File: config.mk
export PLATFORM = sky130hd
export DESIGN_NAME = pattern_det_param
export DESIGN_NICKNAME = d
export VERILOG_FILES = /design/src/rtl/pattern_det_param.sv
export SDC_FILE = /design/constraint.sdc
export NUM_CORES = 1
export LEC_CHECK = 0
export CAP_MARGIN = 25
export CORE_MARGIN = 2
export CORE_UTILIZATION = 45
export CTS_CLUSTER_DIAMETER = 200
export CTS_CLUSTER_SIZE = 28
export DETAILED_ROUTE_END_ITERATION = 10
export GPL_TIMING_DRIVEN = 0
export PLACE_DENSITY_LB_ADDON = 0.1
export RECOVER_POWER = 50
export SYNTH_ARGS = -nofsm -noshare
export SYNTH_HDL_FRONTEND = slang
export SYNTH_SLANG_ARGS = --single-unit
File: constraint.sdc
create_clock -name i_clk -period 1.75 [get_ports i_clk]
set_input_delay 0.2625 -clock i_clk [delete_from_list [all_inputs] [get_ports i_clk]]
set_output_delay 0.2625 -clock i_clk [all_outputs]
set_load 0.02 [all_outputs]
File: src/rtl/pattern_det_param.sv
// rtl/pattern_det_param.sv - serial bit-stream pattern detector with per-frame match count
//
// Purpose: scans frames of FRAME_LEN valid bits for a runtime-loaded PAT_W-bit
// pattern (MSB = first bit received), in overlapping or non-overlapping mode.
// Optional feature macro: PATTERN_DET_MASK_EN (adds i_mask; mask bit 0 = don't-care).
//
// Ports:
//   i_clk, i_rst_n  clock / synchronous active-low reset
//   i_start         start a frame (accepted in IDLE only)
//   i_pattern       pattern, latched on accepted start
//   i_overlap       1 = overlapping matches, latched on accepted start
//   i_mask          compare mask, latched on accepted start (PATTERN_DET_MASK_EN only)
//   i_valid, i_bit  qualified serial data
//   o_busy          high while scanning (RUN)
//   o_match         one-cycle pulse per match, one cycle after the matching bit
//   o_match_cnt     saturating matches in current/last frame
//   o_frame_done    one-cycle pulse after the last bit of the frame
module pattern_det_param #(
  parameter int PAT_W     = 3,
  parameter int FRAME_LEN = 32,
  parameter int CNT_W     = 6
) (
  input  logic             i_clk,
  input  logic             i_rst_n,
  input  logic             i_start,
  input  logic [PAT_W-1:0] i_pattern,
  input  logic             i_overlap,
`ifdef PATTERN_DET_MASK_EN
  input  logic [PAT_W-1:0] i_mask,
`endif
  input  logic             i_valid,
  input  logic             i_bit,
  output logic             o_busy,
  output logic             o_match,
  output logic [CNT_W-1:0] o_match_cnt,
  output logic             o_frame_done
);

  localparam int FILL_W = $clog2(PAT_W + 1);
  localparam int BC_W   = (FRAME_LEN > 1) ? $clog2(FRAME_LEN) : 1;
  localparam logic [FILL_W-1:0] FILL_FULL = FILL_W'(PAT_W);
  localparam logic [BC_W-1:0]   BC_LAST   = BC_W'(FRAME_LEN - 1);

  generate
    if (PAT_W < 2 || PAT_W > 32 || PAT_W > FRAME_LEN) begin : g_param_check
      $error("pattern_det_param: illegal PAT_W / FRAME_LEN combination");
    end
  endgenerate

  typedef enum logic [1:0] {S_IDLE, S_RUN, S_DONE} state_t;

  state_t             r_state;
  state_t             w_state_next;
  logic [PAT_W-1:0]   r_window;
  logic [FILL_W-1:0]  r_fill;
  logic [BC_W-1:0]    r_bitcnt;
  logic [PAT_W-1:0]   r_pattern;
  logic               r_overlap;
  logic               r_match;
  logic [CNT_W-1:0]   r_cnt;

  logic [PAT_W-1:0]   w_window_next;
  logic [FILL_W-1:0]  w_fill_next;
  logic [PAT_W-1:0]   w_diff;
  logic               w_shift;
  logic               w_last;
  logic               w_hit;
  logic               w_accept;

`ifdef PATTERN_DET_MASK_EN
  logic [PAT_W-1:0]   r_mask;
  assign w_diff = (w_window_next ^ r_pattern) & r_mask;
`else
  assign w_diff = w_window_next ^ r_pattern;
`endif

  assign w_accept      = (r_state == S_IDLE) && i_start;
  assign w_shift       = (r_state == S_RUN) && i_valid;
  assign w_last        = w_shift && (r_bitcnt == BC_LAST);
  assign w_window_next = {r_window[PAT_W-2:0], i_bit};
  assign w_fill_next   = (r_fill == FILL_FULL) ? FILL_FULL : r_fill + FILL_W'(1);
  // A hit needs PAT_W bits of the current frame (since the last non-overlap hit).
  assign w_hit         = (w_fill_next == FILL_FULL) && (w_diff == '0);

  // State register
  always_ff @(posedge i_clk) begin
    if (!i_rst_n) r_state <= S_IDLE;
    else          r_state <= w_state_next;
  end

  // Next-state logic
  always_comb begin
    w_state_next = r_state;
    case (r_state)
      S_IDLE:  if (i_start) w_state_next = S_RUN;
      S_RUN:   if (w_last)  w_state_next = S_DONE;
      S_DONE:  w_state_next = S_IDLE;
      default: w_state_next = S_IDLE;
    endcase
  end

  // Moore outputs
  always_comb begin
    o_busy       = (r_state == S_RUN);
    o_frame_done = (r_state == S_DONE);
  end

  assign o_match     = r_match;
  assign o_match_cnt = r_cnt;

  // Datapath
  always_ff @(posedge i_clk) begin
    if (!i_rst_n) begin
      r_window  <= '0;
      r_fill    <= '0;
      r_bitcnt  <= '0;
      r_pattern <= '0;
      r_overlap <= 1'b0;
      r_match   <= 1'b0;
      r_cnt     <= '0;
`ifdef PATTERN_DET_MASK_EN
      r_mask    <= '0;
`endif
    end else begin
      r_match <= w_shift && w_hit;
      if (w_accept) begin
        r_pattern <= i_pattern;
        r_overlap <= i_overlap;
`ifdef PATTERN_DET_MASK_EN
        r_mask    <= i_mask;
`endif
        r_window  <= '0;
        r_fill    <= '0;
        r_bitcnt  <= '0;
        r_cnt     <= '0;
      end else if (w_shift) begin
        r_window <= w_window_next;
        r_bitcnt <= w_last ? '0 : r_bitcnt + BC_W'(1);
        if (w_hit) begin
          if (r_cnt != '1) r_cnt <= r_cnt + CNT_W'(1);
          // Non-overlap mode demands PAT_W fresh bits before the next hit.
          r_fill <= r_overlap ? FILL_FULL : '0;
        end else begin
          r_fill <= w_fill_next;
        end
      end
    end
  end

endmodule
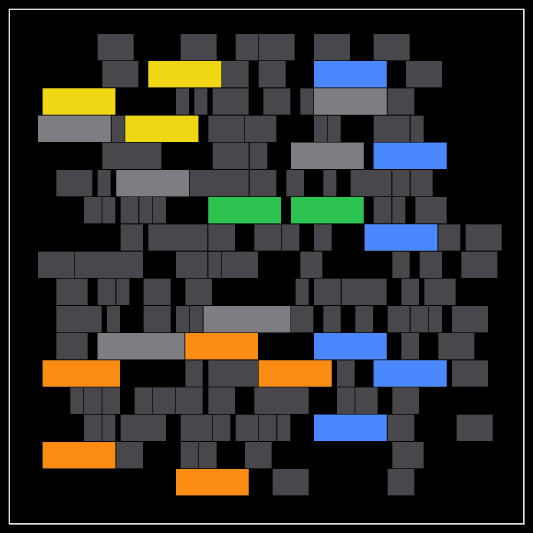
(images/ff_map.png)
Drawn at 10 px/um. Other sequential cells in the stronger gray, the rest of the logic in the fainter gray.
Key: r_fill = green [flops 2]; r_bitcnt = orange [flops 5]; o_match_cnt = blue [flops 6]; r_pattern = yellow [flops 3]
Seq area share: 33.8%
final cell utilization of the core: 61.3%
area taken by flip-flops and latches: 449 um^2

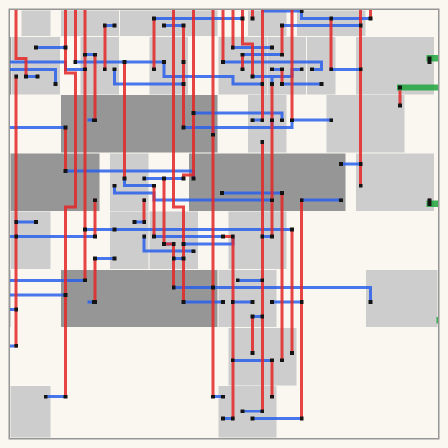
(images/closeup.png)
Window x 28 to 48, y 3 to 23 um. Cells in gray, sequential cells in the stronger gray; small squares are vias.
Key: M3 = green; M2 = red; M1 = blue
Sequential cells in the window: 4. Most frequent: clkdlybuf4s50_1 (5), dfxtp_1 (4), a21oi_1 (2). 23 logic cells have their middle in the window. Netlist names of flops here include o_match_cnt (3), r_bitcnt (1).

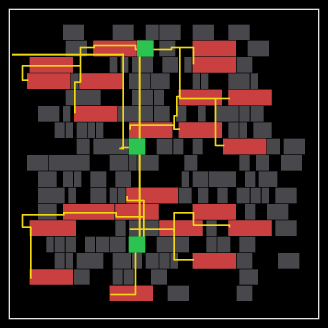
(images/clock_wires.png)
Drawn at 6 px/um.
Key: clock wires = yellow [length 247 um]; flip-flops = red [count 22]; clock-net drivers = green [count 3]
There are 4 routed clock nets.
Power Clock: 274 uW
clock insertion delay at the later pin of the skew report: 0.30 ns
clock network fraction of design power: 30.9%
clock tree skew after final layout: 0.00137 ns

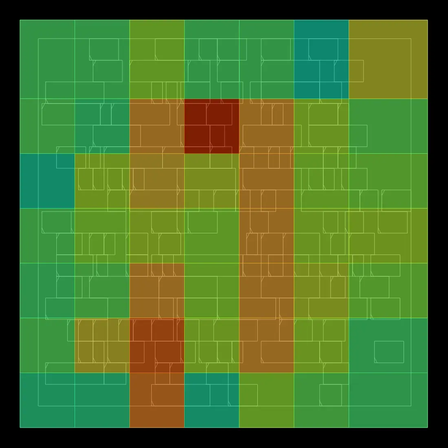
(images/congestion_map.png)
GR Util met1: 22.9%
post-DR wirelength/cell: 13.3 um
met2 Use GR: 33.1%
met3 usage: 2.63%
Global Route Usage Sum: 19.0%

==> impl_metrics.toml <==
# generated from flow reports
[floorplanning]
core_region_area_um2 = 2170
die_w_um = 51.3
floorplan.die.height_um = 51.3
fp_util_pct = 46.4
die_area_um2 = 2630

[route]
m1WireLength_um = 1000
detail_route.vias_per_cell = 5.62
initialDrtViolationCount = 20
dr_wl_met2_um = 1090
detail_route.drc_violations = 0
top_layer_used = "met4"
drt_pre_antenna_iters = 4
final_antenna_net_count = 0
route.met3.wl_um = 83
drt-total-wl_um = 2220

[global_routing]
grt_overflow_total = 0
antenna_found_initial = 0
top_usage_layer = "met2"
wire_length_of_the_first_global_routing_pass_um = 3660

[synthesis]
yosys_synthesis_chip_area_um2 = 1010
ys_warn_count = 0
synth-seq-area-share_pct = 43.7
number_of_flops_mapped_to_enable_cells_by_yosys = 0
syn_nets = 126
synthesis.area_um2 = 1010
yosys_top_cell_area_share_pct = 43.7
synth.top_cells.by_count = "sky130_fd_sc_hd__dfxtp_1, sky130_fd_sc_hd__a21oi_1, sky130_fd_sc_hd__nor2_1"
post_synth_inst_count = 114
primary_flip_flop_cell_chosen_by_synthesis_mapping = "sky130_fd_sc_hd__dfxtp_1"
synthDistinctLibCells = 35
post-synth-top-area-cell = "sky130_fd_sc_hd__dfxtp_1"
yosys-top-cells-area = "sky130_fd_sc_hd__dfxtp_1, sky130_fd_sc_hd__a21oi_1, sky130_fd_sc_hd__nor2_1"

[placement]
place.port_buffers = 17
dpl.hpwl_um = 1510
worst_slack_at_placement_ns = -0.446
placedCellCount = 159
placed_cell_area_um2 = 1210
place.gp.congestion = 0.697

[hold_path]
count_of_cells_along_the_worst_hold_path = 4
hold_path.startpoint = "i_valid"
hp-class = "input pin to flop"
timing.hold.worst_endpoint = "r_state[0]"

[power]
cell_leakage_power_nw = 0.526
power_switching_uw = 204
vdd_drop_max_mv = 0.499
power.density_nw_per_um2 = 667
pwr.group.sequential_uw = 522
p_comb_share_pct = 10.3
power.switching_fraction_pct = 23.0
top_power_group = "sequential cells"
power.combinational.total_uw = 91.1
share_seq_of_total_power_pct = 58.8

[worst_setup_path]
cp.buffers_inverters = 1
worstSetupPathType = "input pin to flop"
cp-start-kind = "input pin"
worst_r2r_startpoint = "r_state[1]"
crit_path_max_fanout = 3
worst-endpoint-arrival_ns = 1.93
end_kind = "flop"
path_cells = "clkdlybuf4s50_1, xnor2_2, nand4_1, or4b_2, o211a_1"
critPathRequiredTime_ns = 1.96
critical_path_depth = 5
reg2reg_depth = 4
slowest_stage = "sky130_fd_sc_hd__or4b_2"
cp_top_family = "simple AND/OR/NAND/NOR gates"

[sta]
timing.setup.tns_ns = 0
maxSlewViolCount = 0
worst_slew_pin_slew_ns = 0.428
timing.slew.headroom_pct = 71.4
finalHoldViolCount = 0
post_layout_period_usage_of_the_worst_path_pct = 98.4
grt_setup_unrepaired = "yes"
period_needed_ns = 1.72
maximum_frequency_from_static_timing_analysis_mhz = 581
timing.final.ws_setup_ns = 0.0277

[layout]
layout_top_cell_excl_fill_tap = "sky130_fd_sc_hd__dfxtp_1"
layout_top_cells = "sky130_fd_sc_hd__dfxtp_1, sky130_fd_sc_hd__clkdlybuf4s50_1, sky130_fd_sc_hd__a21oi_1, sky130_fd_sc_hd__nor2_1, sky130_fd_sc_hd__nand2_1"
area_delta_synth_final_pct = 32.1
antenna_cells = 0
drive_gt1_share_pct = 14.4
n_fill_cell = 215
stdcell_count = 167

[job]
warnings = 27

[clock_tree]
cts.sink_count = 22
numCtsBuffers = 3
clk_transition_reported_paths_ns = 0.11

[status]
status = "complete, no violations"
==> logic make-up after synthesis <==
| group | synth area share, % |
|---|---|
| buffers and inverters | 1.99 |
| AOI/OAI and AO/OA | 13.7 |
| DFF | 43.7 |
| and+or+nand+nor | 30.3 |
| muxes | 3.98 |
| adders and majority gates | 3.73 |
| xor gates and xnor gates | 2.61 |
==> cell type report <==
cell class / count / share of cell area (%)
Inverter: 1 / 0.282
Sequential cell: 22 / 33.8
Multi-Input combinational cell: 87 / 43.7
Clock buffer: 4 / 2.73
Buffer: 4 / 1.79
Tap cell: 28 / 2.63
Timing Repair Buffer: 21 / 15.1
==> timing repair <==
| item | in CTS | in global routing |
|---|---|---|
| gates cloned | 0 | 0 |
| hold buffers | 0 | 0 |
| setup endpoints to repair | 13 | 11 |
| setup buffers | 3 | 1 |
| gates resized | 8 | 10 |
| pin swaps | 0 | 1 |
==> state kept, by name, summed over array words and instances (netlist names) <==
name / cells
r_bitcnt: 5
r_state: 2
r_fill: 2
o_match_cnt: 6
r_pattern: 3
r_overlap: 1
o_match: 1
r_window: 2
==> worst register-to-register path: cells and delay by family, from the launching register on <==
| family | cells | cell delay (ns) |
|---|---|---|
| and+or+nand+nor | 3 | 1.09 |
| AOI/OAI and AO/OA | 1 | 0.14 |
| DFF | 1 | 0.37 |
==> worst max-delay path by stage <==
stage / startpoint / to / slack [ns]
floorplan: o_match_cnt[2] / o_match_cnt[5] / 0.11
finish: i_bit / o_match_cnt[5] / 0.03
global placement: i_start / r_bitcnt[0] / -0.39
detailed placement: i_start / r_bitcnt[2] / -0.45
CTS: r_state[0] / o_frame_done / 0.001
global route: r_state[1] / o_match_cnt[5] / -0.02
Power is estimated from default activity; no workload was simulated.
